==> config.mk <==
export PLATFORM = sky130hd
export DESIGN_NAME = fwd_interlock_unit_flat
export DESIGN_NICKNAME = d
export VERILOG_FILES = /design/src/rtl/fwd_interlock_if.sv /design/src/rtl/fwd_interlock_unit.sv /design/src/flat_wrapper.sv
export SDC_FILE = /design/constraint.sdc
export NUM_CORES = 1
export LEC_CHECK = 0
export ABC_AREA = 0
export CAP_MARGIN = 20
export CORE_MARGIN = 4
export CORE_UTILIZATION = 39
export CTS_CLUSTER_DIAMETER = 30
export CTS_CLUSTER_SIZE = 12
export DETAILED_ROUTE_END_ITERATION = 10
export PLACE_DENSITY = 0.94
export REMOVE_ABC_BUFFERS = 1
export SLEW_MARGIN = 20
export SYNTH_ARGS = -nofsm -noshare
export SYNTH_HDL_FRONTEND = slang
export SYNTH_SLANG_ARGS = --single-unit
==> constraint.sdc <==
create_clock -name clk -period 4.67 [get_ports clk]
set_input_delay 0.934 -clock clk [delete_from_list [all_inputs] [get_ports clk]]
set_output_delay 0.934 -clock clk [all_outputs]
set_load 0.005 [all_outputs]
### Ports around the boundary, run 1

(6 px per µm) Pins as bars across the die edge, other pins in gray.
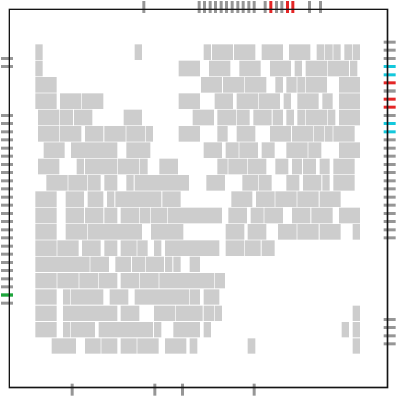
legend:
  green:
    port: clk
    pins: 1
    direction: input
    edge: west
  red:
    port: bus_stg_cp0op
    pins: 6
    direction: input
    edge: 3 north, 3 east
  cyan:
    port: bus_fwd_sel
    pins: 4
    direction: output
    edge: east
all pins by edge: 29 east, 26 west, 20 north, 4 south
die width: 62.8 µm
die height: 62.8 µm
IO Port Bufs: 62

### Metal 2, run 1

(4 px per µm)
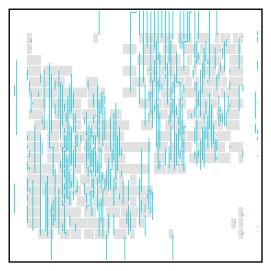
share of all routed wire: 49%
nets with wire on the layer: 228
wire length on this layer: 1,610 µm
longest straight run: 24.8 µm
vias: 1,161
GR Layer Usage met2: 0.296
final WL: 3250 µm

### Metal 3, run 1

(6 px per µm)
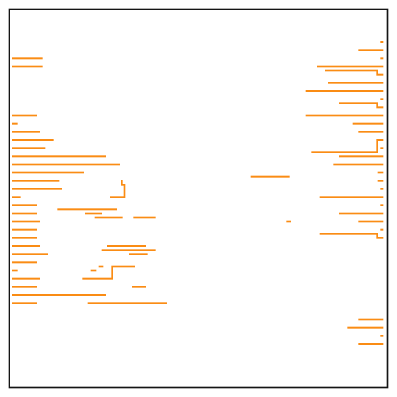
share of all routed wire: 12%
longest straight run: 17.7 µm
GR Util met3: 0.0683

### Met1 routing, run 1

(6 px per µm) Supply wires on this layer in gray.
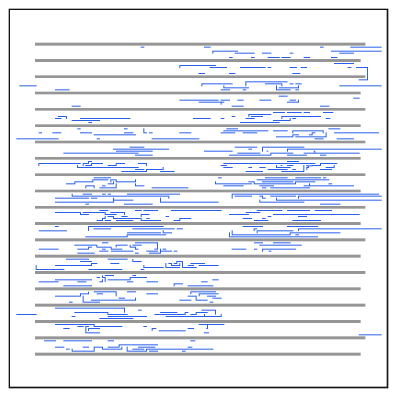
share of all routed wire: 37%
nets with wire on the layer: 211
wire length on this layer: 1,220 µm
main direction: horizontal
longest straight run: 24.4 µm
met1 Track Usage GR: 0.175

==> results.cfg, run 1 <==
; yosys + openroad results
[logic_synthesis]
ys_cells = 137
ys.flops = 9
synth_warnings = 0
edf_count = 0
yosys-top-cells-area = dfrtp_1 (19%), xnor2_1 (18%), buf_4 (11%)

[critical_path]
critPathKind = primary input to output port
cp_slowest_cell = clkdlybuf4s50_1
crit_top_cell = clkdlybuf4s50_1
cp_cell_sequence = clkdlybuf4s50_1 > xor2_1 > nor4_1 > and3_1 > nand2b_1 > a21oi_1 > nor2_1 > clkdlybuf4s50_1

[routing]
drt-wirelength-per-cell_um = 14.0
drt-initial-drc-count = 35
met1_length_um = 1220
via_per_inst = 5.00

[final_timing]
tns_ps = 0
skew_ps = 3.22
hold_viol_final = 0
min_period_ps = 3890
fmax_ghz = 0.257
drv_slew = 0

[worst_hold_path]
hold_class = register to register
whs_path_depth = 2

[placement]
placed_cells = 228
placed_cell_area_um2 = 1760
detailed_place_hpwl_um = 2870

[final_layout]
logic_gates = 121
mostFrequentLayoutCells = clkdlybuf4s50_1 (62), xnor2_1 (24), conb_1 (16)
logic_area_um2 = 856
nClkBuffers = 4
final_cell_area_um2 = 1790
seq_area_frac = 0.126
fill_cells = 222

[cts]
clk_pin_slew_ps = 60
cts_sinks = 9

[job]
warnings = 26

[status]
status = finished, final reports clean

[power]
leakage_nw = 0.707

[grt]
grt_pass1_vias = 1203
-- run 1: power by group --
part	internal, W	switching (W)
sequential	0.000111	0.0000405
clock	0.0000330	0.0000292
combinational	0.000153	0.0000998
-- run 1: logic make-up (layout without fill, tap and decap cells) --
logic type,Yosys count,count (layout),share of synthesized area
compound gates,13,13,0.0812
xor+xnor,38,38,0.284
fa+ha+maj,2,2,0.0214
buf+inv,22,71,0.125
flops,9,9,0.192
mux,8,8,0.0801
other cells,1,16,0.00320
simple gates,44,44,0.213
-- run 1: worst max-delay path, delay by kind of cell --
family | cells | cell delay [ps]
compound gates | 1 | 80
xor+xnor | 1 | 190
buf+inv | 2 | 990
simple gates | 4 | 760
### Cell outlines without signal wires, run 1

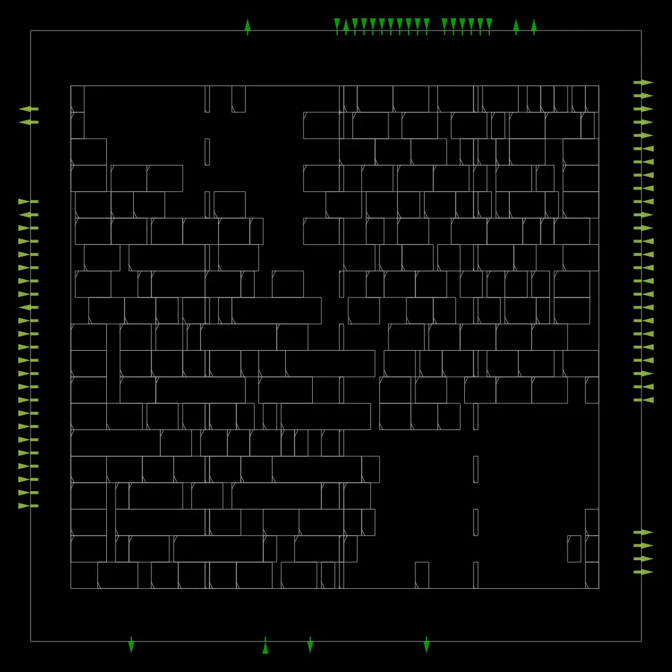

--- run 2 (diff from run 1) ---
Settings changed: CORE_UTILIZATION 39 to 32, PLACE_DENSITY 0.94 to 0.83.
Clock period 4.67 ns to 3.32 ns, I/O delays scaled along.
### Cell outlines without signal wires, run 2

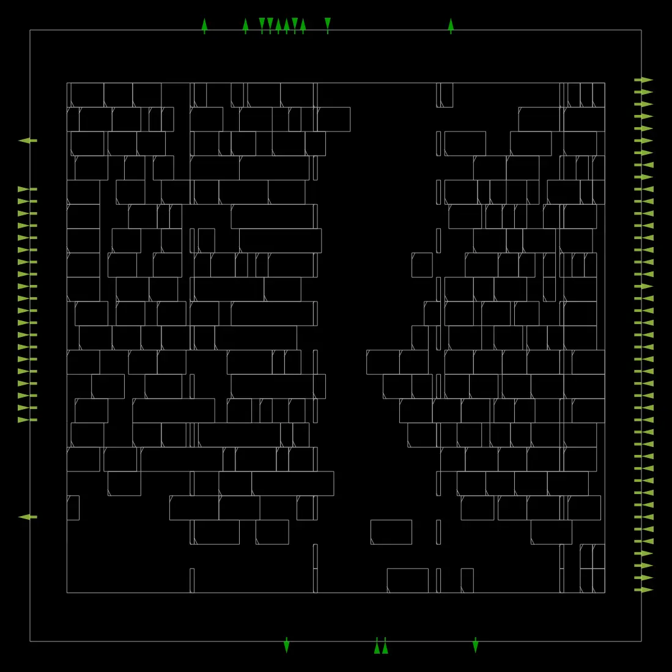
Final Non-Filler Cells: 251
Well Taps: 46

### Metal 3, run 2

(6 px per µm)
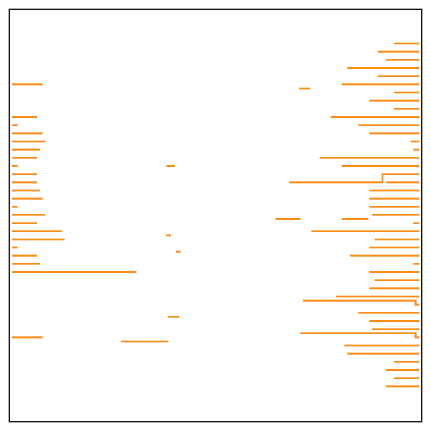
longest straight run: 20.5 µm
nets with wire on the layer: 69
vias: 1,151
GR Util met3: 0.0357

==> results.cfg, run 2 <==
; yosys + openroad results
[logic_synthesis]
yosys-top-cells-area = dfrtp_1 (19%), xnor2_1 (18%), buf_4 (11%)
ys.flops = 9
synth_warnings = 0
ys_cells = 137
ys_seq_share = 0.192
edf_count = 0
synth_cell_type_count = 28
synth.largest_area_cell = dfrtp_1
synth_area_per_cell_um2 = 8.55
syn_inst = 137
netlist_top_cells_count = xnor2_1 (24), buf_4 (17), xor2_1 (14)
synth_top_area_share = 0.192

[worst_hold_path]
hold_class = register to register
whs_path_depth = 2

[power]
sequentialPowerShare = 0.308
clockPowerShare = 0.180
comb-power_w = 0.000356
top_power_group = combinational logic
p_sw_frac = 0.343
vdd_drop_max_uv = 212
p_switching_w = 0.000238
leakage_nw = 0.833
comb_power_share = 0.512
power_clock_w = 0.000125
p_seq_w = 0.000214
p_int_w = 0.000458

[final_layout]
nClkBuffers = 4
inv_count = 5
mostFrequentLayoutCells = clkdlybuf4s50_1 (54), xnor2_1 (24), conb_1 (16)
fill_cells = 299
final_cell_area_um2 = 1880
seq_area_frac = 0.120
comb_share = 0.459
logic_gates = 121
area_delta_synth_final_pct = 60.5
logic_area_um2 = 862
largest_cell_class = multi-input combinational cells
largest_reg_flops = 5

[grt]
grt_max_degree = 10
grt_pass1_wl_um = 4710
grt_pass1_vias = 1122
globalRoute.totalOverflow = 0
gr-usage-met1 = 0.136
antenna_found_initial = 0
top_usage_layer = met2

[placement]
portBuffers = 62
placed_cells = 247
placed_cell_area_um2 = 1810
detailed_place_hpwl_um = 2790

[critical_path]
crit_top_cell = clkdlybuf4s50_1
cp_cell_sequence = clkdlybuf4s50_1 > xor2_1 > nor4_1 > and3_1 > nand2b_1 > a21oi_1 > nor2_1 > clkdlybuf4s50_1
crit_buf_inv = 2
cp_top_family = buffers and inverters
critPathKind = primary input to output port
end_kind = output port
worst_ep_arrival_time_ps = 2530
cp_slowest_cell = clkdlybuf4s50_1
crit_cells = 8

[job]
drv_cap = 0
warnings = 26

[cts]
cts_sinks = 9
clk_pin_slew_ps = 40
insertion_delay_ps = 230

[final_timing]
drv_slew = 0
fmax_ghz = 0.313
rsz0062_at_grt = false
setup_ws_ps = 123
hold_viol_final = 0
tns_ps = 0
min_period_ps = 3200
skew_ps = 2.58

[routing]
met1_length_um = 1120
via_per_inst = 4.59
drt-wirelength-per-cell_um = 13.1
highest_layer = met4
drt-initial-drc-count = 45

[floorplan]
core_um2 = 3440
die_height_um = 68.5
die_w_um = 68.5

[status]
status = finished, final reports clean
### Metal 2, run 2

(4 px per µm)
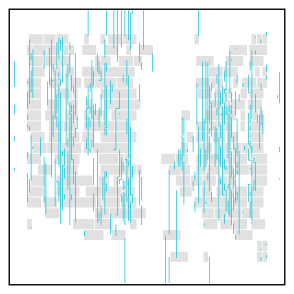
final WL: 3280 µm
GR Layer Usage met2: 0.261

-- run 2: what timing repair did --
action / in CTS / in global routing
setup buffers: 0 / 0
endpoints found under the setup margin: 0 / 4
gates resized: 0 / 9
endpoints found under the hold margin: 0 / 0
-- run 2: worst min-delay path, stage by stage (launching register included) --
cell and delay [ps]:
dfrtp_1 380, a21oi_1 80, nand2_1 60
-- run 2: kinds of logic (layout without fill, tap and decap cells) --
logic type               Yosys count  after routing  synth area share
AND-OR/OR-AND                     13             13            0.0812
XOR/XNOR                          38             38             0.284
adder cells (fa/ha/maj)            2              2            0.0214
buffers and inverters             22             75             0.125
flip-flops                         9              9             0.192
multiplexers                       8              8            0.0801
other                              1             16           0.00320
AND/OR/NAND/NOR                   44             44             0.213
Power and IR drop assume default switching activity.
